**Run 1: congestion heat map**

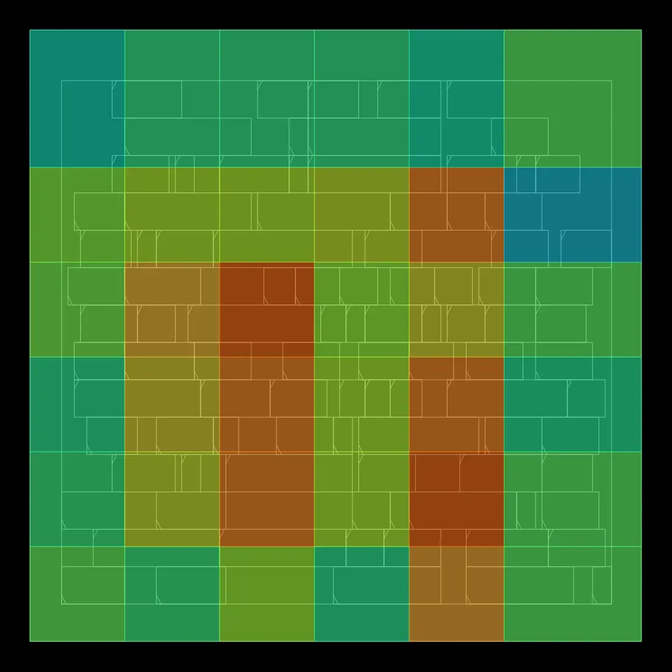
**Run 1: register map, names as in the netlist**

Scale bar: 10 µm.
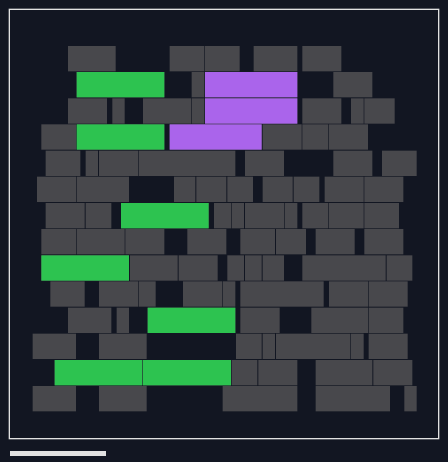
**Run 1: metal layers overlaid**

Two of the layers only.
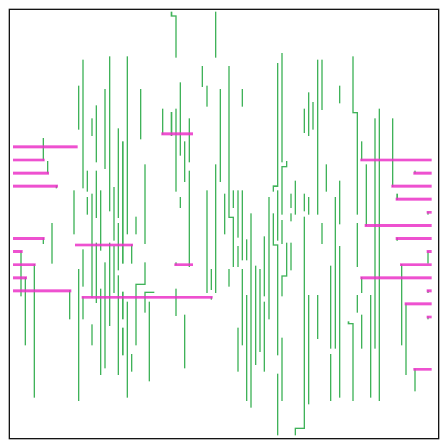
**Run 1: metal 1**

Scale bar: 10 µm. Supply wires on this layer in gray. Cells faint in the background.
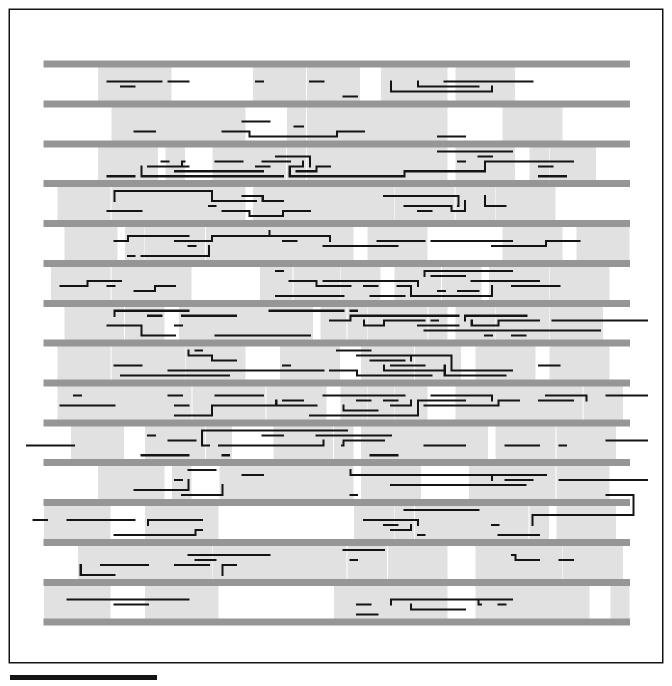
**src/rtl/multicycle_ctrl.sv**
```systemverilog
// Multicycle control FSM: FETCH -> DECODE -> EXEC -> [MEM] -> [WB], parked in IDLE when start_i=0.
// Optional MULTICYCLE_MUL_EN: R-type MUL holds EXEC for MUL_CYCLES cycles via a down-counter.
module multicycle_ctrl #(
  parameter int unsigned MUL_CYCLES = 4
) (
  input  logic       clk_i,
  input  logic       rst_i,
  input  logic       start_i,
  input  logic [6:0] op_i,
  input  logic [9:0] funct_i,
  input  logic       zero_i,
  input  logic       mem_ready_i,
  output logic       pc_write_o,
  output logic       ir_write_o,
  output logic       reg_write_o,
  output logic       mem_read_o,
  output logic       mem_write_o,
  output logic       mem_to_reg_o,
  output logic       alu_src_o,
  output logic       pc_src_o,
  output logic [1:0] alu_op_o,
  output logic [2:0] state_o,
  output logic       busy_o,
  output logic       illegal_o
);
  localparam logic [6:0] OpR  = 7'b0110011;
  localparam logic [6:0] OpI  = 7'b0010011;
  localparam logic [6:0] OpLd = 7'b0000011;
  localparam logic [6:0] OpSt = 7'b0100011;
  localparam logic [6:0] OpBr = 7'b1100011;

  typedef enum logic [2:0] {
    StIdle   = 3'd0,
    StFetch  = 3'd1,
    StDecode = 3'd2,
    StExec   = 3'd3,
    StMem    = 3'd4,
    StWb     = 3'd5
  } state_e;

  state_e     r_state, w_state_next, w_boundary;
  logic [6:0] r_op;
  logic [9:0] r_funct;
  logic       w_legal, w_is_r, w_is_i, w_is_ld, w_is_st, w_is_br, w_exec_done;

  assign w_legal = (op_i == OpR) || (op_i == OpI) || (op_i == OpLd) ||
                   (op_i == OpSt) || (op_i == OpBr);
  assign w_is_r  = (r_op == OpR);
  assign w_is_i  = (r_op == OpI);
  assign w_is_ld = (r_op == OpLd);
  assign w_is_st = (r_op == OpSt);
  assign w_is_br = (r_op == OpBr);
  // start_i is only consulted where an instruction would enter FETCH
  assign w_boundary = start_i ? StFetch : StIdle;

`ifdef MULTICYCLE_MUL_EN
  logic [3:0] r_mul_cnt;
  logic       w_is_mul;

  assign w_is_mul    = w_is_r && (r_funct == {7'b0000001, 3'b000});
  assign w_exec_done = !w_is_mul || (r_mul_cnt == 4'd0);

  always_ff @(posedge clk_i or posedge rst_i) begin
    if (rst_i) begin
      r_mul_cnt <= 4'd0;
    end else if (r_state == StDecode) begin
      r_mul_cnt <= 4'(MUL_CYCLES - 1);
    end else if ((r_state == StExec) && (r_mul_cnt != 4'd0)) begin
      r_mul_cnt <= r_mul_cnt - 4'd1;
    end
  end
`else
  logic w_unused;
  assign w_unused    = ^{r_funct, 32'(MUL_CYCLES)};
  assign w_exec_done = 1'b1;
`endif

  always_ff @(posedge clk_i or posedge rst_i) begin
    if (rst_i) begin
      r_state <= StIdle;
    end else begin
      r_state <= w_state_next;
    end
  end

  always_ff @(posedge clk_i or posedge rst_i) begin
    if (rst_i) begin
      r_op    <= 7'd0;
      r_funct <= 10'd0;
    end else if (r_state == StDecode) begin
      r_op    <= op_i;
      r_funct <= funct_i;
    end
  end

  always_comb begin
    w_state_next = r_state;
    case (r_state)
      StIdle:   w_state_next = w_boundary;
      StFetch:  w_state_next = StDecode;
      StDecode: w_state_next = w_legal ? StExec : w_boundary;
      StExec: begin
        if (w_is_br) begin
          w_state_next = w_boundary;
        end else if (w_is_ld || w_is_st) begin
          w_state_next = StMem;
        end else if (w_exec_done) begin
          w_state_next = StWb;
        end
      end
      StMem: begin
        if (mem_ready_i) begin
          w_state_next = w_is_ld ? StWb : w_boundary;
        end
      end
      StWb:     w_state_next = w_boundary;
      default:  w_state_next = StIdle;
    endcase
  end

  always_comb begin
    pc_write_o   = 1'b0;
    ir_write_o   = 1'b0;
    reg_write_o  = 1'b0;
    mem_read_o   = 1'b0;
    mem_write_o  = 1'b0;
    mem_to_reg_o = 1'b0;
    alu_src_o    = 1'b0;
    pc_src_o     = 1'b0;
    alu_op_o     = 2'b00;
    illegal_o    = 1'b0;
    case (r_state)
      StFetch: begin
        ir_write_o = 1'b1;
        pc_write_o = 1'b1;
      end
      StDecode: illegal_o = !w_legal;
      StExec: begin
        alu_src_o = w_is_i || w_is_ld || w_is_st;
        if (w_is_r) alu_op_o = 2'b10;
        if (w_is_br) begin
          pc_write_o = zero_i;
          pc_src_o   = zero_i;
        end
      end
      StMem: begin
        mem_read_o  = w_is_ld;
        mem_write_o = w_is_st;
      end
      StWb: begin
        reg_write_o  = 1'b1;
        mem_to_reg_o = w_is_ld;
      end
      default: ;
    endcase
  end

  assign state_o = r_state;
  assign busy_o  = (r_state != StIdle);

endmodule

```
**config.mk**
```make
export PLATFORM = sky130hd
export DESIGN_NAME = multicycle_ctrl
export DESIGN_NICKNAME = d
export VERILOG_FILES = /design/src/rtl/multicycle_ctrl.sv
export SDC_FILE = /design/constraint.sdc
export NUM_CORES = 1
export LEC_CHECK = 0
export CAP_MARGIN = 10
export CORE_MARGIN = 2
export CORE_UTILIZATION = 38
export CTS_BUF_LIST = sky130_fd_sc_hd__clkbuf_8
export CTS_CLUSTER_SIZE = 30
export DETAILED_ROUTE_END_ITERATION = 8
export PLACE_DENSITY = 0.85
export SETUP_SLACK_MARGIN = 0.5
export SLEW_MARGIN = 10
export SYNTH_ARGS = -nofsm -noshare
export SYNTH_HDL_FRONTEND = slang
export SYNTH_SLANG_ARGS = --single-unit
export TNS_END_PERCENT = 1
```
**constraint.sdc**
```tcl
create_clock -name clk_i -period 1.7 [get_ports clk_i]
set_clock_uncertainty 0.1 [all_clocks]
set_input_delay 0.17 -clock clk_i [delete_from_list [all_inputs] [get_ports clk_i]]
set_output_delay 0.17 -clock clk_i [all_outputs]
set_load 0.03 [all_outputs]
```
==> impl_results.html, run 1 <==
<h3>Flow metrics</h3>
<table>
<tr><th>Metric</th><th>Value</th></tr>
<tr><th colspan="2">Power</th></tr>
<tr><td>Sequential fraction of design power</td><td>0.254</td></tr>
<tr><td>Part of the power in combinational logic</td><td>0.587</td></tr>
<tr><th colspan="2">Global route</th></tr>
<tr><td>Via count of the first global-routing pass</td><td>583</td></tr>
<tr><th colspan="2">Yosys</th></tr>
<tr><td>Most common cell in the synthesized netlist</td><td>sky130_fd_sc_hd__dfrtp_1</td></tr>
<tr><td>Synthesized cell area</td><td>623 µm²</td></tr>
<tr><th colspan="2">Drt</th></tr>
<tr><td>WL met3</td><td>94 µm</td></tr>
<tr><td>Vias per cell</td><td>5.41</td></tr>
<tr><th colspan="2">Run status</th></tr>
<tr><td>Failing checks</td><td>setup timing</td></tr>
<tr><td>Outcome</td><td>finished, violations left</td></tr>
<tr><th colspan="2">Layout</th></tr>
<tr><td>Number of sequential storage elements</td><td>10</td></tr>
<tr><td>Dominant logic cell type in the layout</td><td>sky130_fd_sc_hd__buf_6</td></tr>
<tr><td>Max FFs per register</td><td>7</td></tr>
<tr><td>Non-clock buffer share</td><td>0.303</td></tr>
<tr><td>Fillers</td><td>101</td></tr>
<tr><th colspan="2">Critical path</th></tr>
<tr><td>Req. time, crit path</td><td>1.43 ns</td></tr>
<tr><td>Largest stage delay, worst path</td><td>0.44 ns</td></tr>
<tr><td>Worst flop-to-flop path startpoint</td><td>state_o[1]$_DFFE_PP0P_</td></tr>
<tr><th colspan="2">Final timing</th></tr>
<tr><td>Final-report setup violation count</td><td>7</td></tr>
<tr><td>Minimum setup slack in the final design</td><td>-0.164 ns</td></tr>
<tr><th colspan="2">Clocking</th></tr>
<tr><td>Cell at the root of the clock tree</td><td>sky130_fd_sc_hd__clkbuf_8</td></tr>
<tr><td>Cts bufs inserted</td><td>3</td></tr>
<tr><th colspan="2">Placed design</th></tr>
<tr><td># placed instances</td><td>109</td></tr>
</table>
## Picture notes: 'congestion heat map'
global-route track usage on met2: 0.322
average wire per standard cell: 14.2 µm
met3 layer usage reported by global route: 0.0245
final cell utilization of the core: 0.774

## Picture notes: 'register map, names as in the netlist'
[purple] state_o | flops: 3
[green] r_op | flops: 7
sequential portion of the cell area: 0.215
FF/Latch Area: 254 µm²
seq pwr: 0.472 mW

## Picture notes: 'metal layers overlaid'
[magenta] met3 | wire length: 95.0 µm
[green] met2 | wire length: 868 µm
final routed wirelength across all metal layers: 1610 µm
global-route usage over all layers: 0.179
via total after detailed routing: 611

## Picture notes: 'metal 1'
nets with wire on the layer: 87
longest straight run: 13.3 µm
wire length on this layer: 624 µm
met1 track demand over resource: 0.202

==> run 1 -> run 2 <==
--- a/config.mk
+++ b/config.mk
@@ -5,7 +5,7 @@
 export SDC_FILE = /design/constraint.sdc
 export NUM_CORES = 1
 export LEC_CHECK = 0
-export CAP_MARGIN = 10
+export CAP_MARGIN = 0
 export CORE_MARGIN = 2
 export CORE_UTILIZATION = 38
 export CTS_BUF_LIST = sky130_fd_sc_hd__clkbuf_8
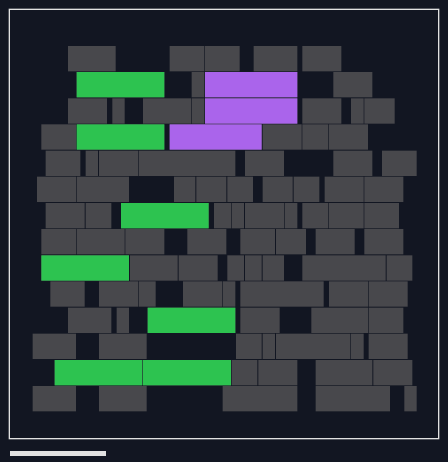
**Above:** run 2 (register map, names as in the netlist).
Scale bar: 10 µm.
[green] r_op | flops: 7
[purple] state_o | flops: 3

==> run 2 against run 1 <==
- the run still ends with setup timing left
- core utilization unchanged
- sequential power about the same
- fmax unchanged
- synthesized area unchanged
- clock-buffer cell count unchanged
- non-clock buffer count unchanged
- power unchanged
- sequential share of layout area unchanged
- combinational power about the same
- critical path depth unchanged
- largest power group unchanged
==> impl_results.html, run 2 <==
<h3>Flow metrics</h3>
<table>
<tr><th>Metric</th><th>Value</th></tr>
<tr><th colspan="2">Run status</th></tr>
<tr><td>Outcome</td><td>finished, violations left</td></tr>
<tr><td>Failing checks</td><td>setup timing</td></tr>
<tr><th colspan="2">Layout</th></tr>
<tr><td>Non-clock buffer share</td><td>0.303</td></tr>
<tr><td>Sequential portion of the cell area</td><td>0.215</td></tr>
<tr><td>Max FFs per register</td><td>7</td></tr>
<tr><td>Fillers</td><td>101</td></tr>
<tr><td>Dominant logic cell type in the layout</td><td>sky130_fd_sc_hd__buf_6</td></tr>
<tr><td>Final cell utilization of the core</td><td>0.774</td></tr>
<tr><th colspan="2">Global route</th></tr>
<tr><td>Met3 layer usage reported by global route</td><td>0.0245</td></tr>
<tr><td>Global-route usage over all layers</td><td>0.179</td></tr>
<tr><td>Met1 track demand over resource</td><td>0.202</td></tr>
<tr><td>Via count of the first global-routing pass</td><td>583</td></tr>
<tr><th colspan="2">Critical path</th></tr>
<tr><td>Largest stage delay, worst path</td><td>0.44 ns</td></tr>
<tr><td>Worst flop-to-flop path startpoint</td><td>state_o[1]$_DFFE_PP0P_</td></tr>
<tr><td>Req. time, crit path</td><td>1.43 ns</td></tr>
<tr><th colspan="2">Final timing</th></tr>
<tr><td>Final-report setup violation count</td><td>7</td></tr>
<tr><td>Minimum setup slack in the final design</td><td>-0.164 ns</td></tr>
<tr><th colspan="2">Yosys</th></tr>
<tr><td>Most common cell in the synthesized netlist</td><td>sky130_fd_sc_hd__dfrtp_1</td></tr>
<tr><td>Post-synth tally of flip-flops with integrated enable</td><td>0</td></tr>
<tr><th colspan="2">Clocking</th></tr>
<tr><td>Cts bufs inserted</td><td>3</td></tr>
<tr><td>Cell at the root of the clock tree</td><td>sky130_fd_sc_hd__clkbuf_8</td></tr>
<tr><th colspan="2">Power</th></tr>
<tr><td>Internal power of the cells</td><td>1.09 mW</td></tr>
<tr><td>Sequential fraction of design power</td><td>0.254</td></tr>
<tr><td>Seq pwr</td><td>0.472 mW</td></tr>
<tr><td>Part of the power in combinational logic</td><td>0.587</td></tr>
<tr><th colspan="2">Drt</th></tr>
<tr><td>Vias per cell</td><td>5.41</td></tr>
<tr><td>WL met3</td><td>94 µm</td></tr>
<tr><td>Average wire per standard cell</td><td>14.2 µm</td></tr>
<tr><th colspan="2">Placed design</th></tr>
<tr><td># placed instances</td><td>109</td></tr>
</table>
No activity file was given, so power comes from the tool's default toggle rates.
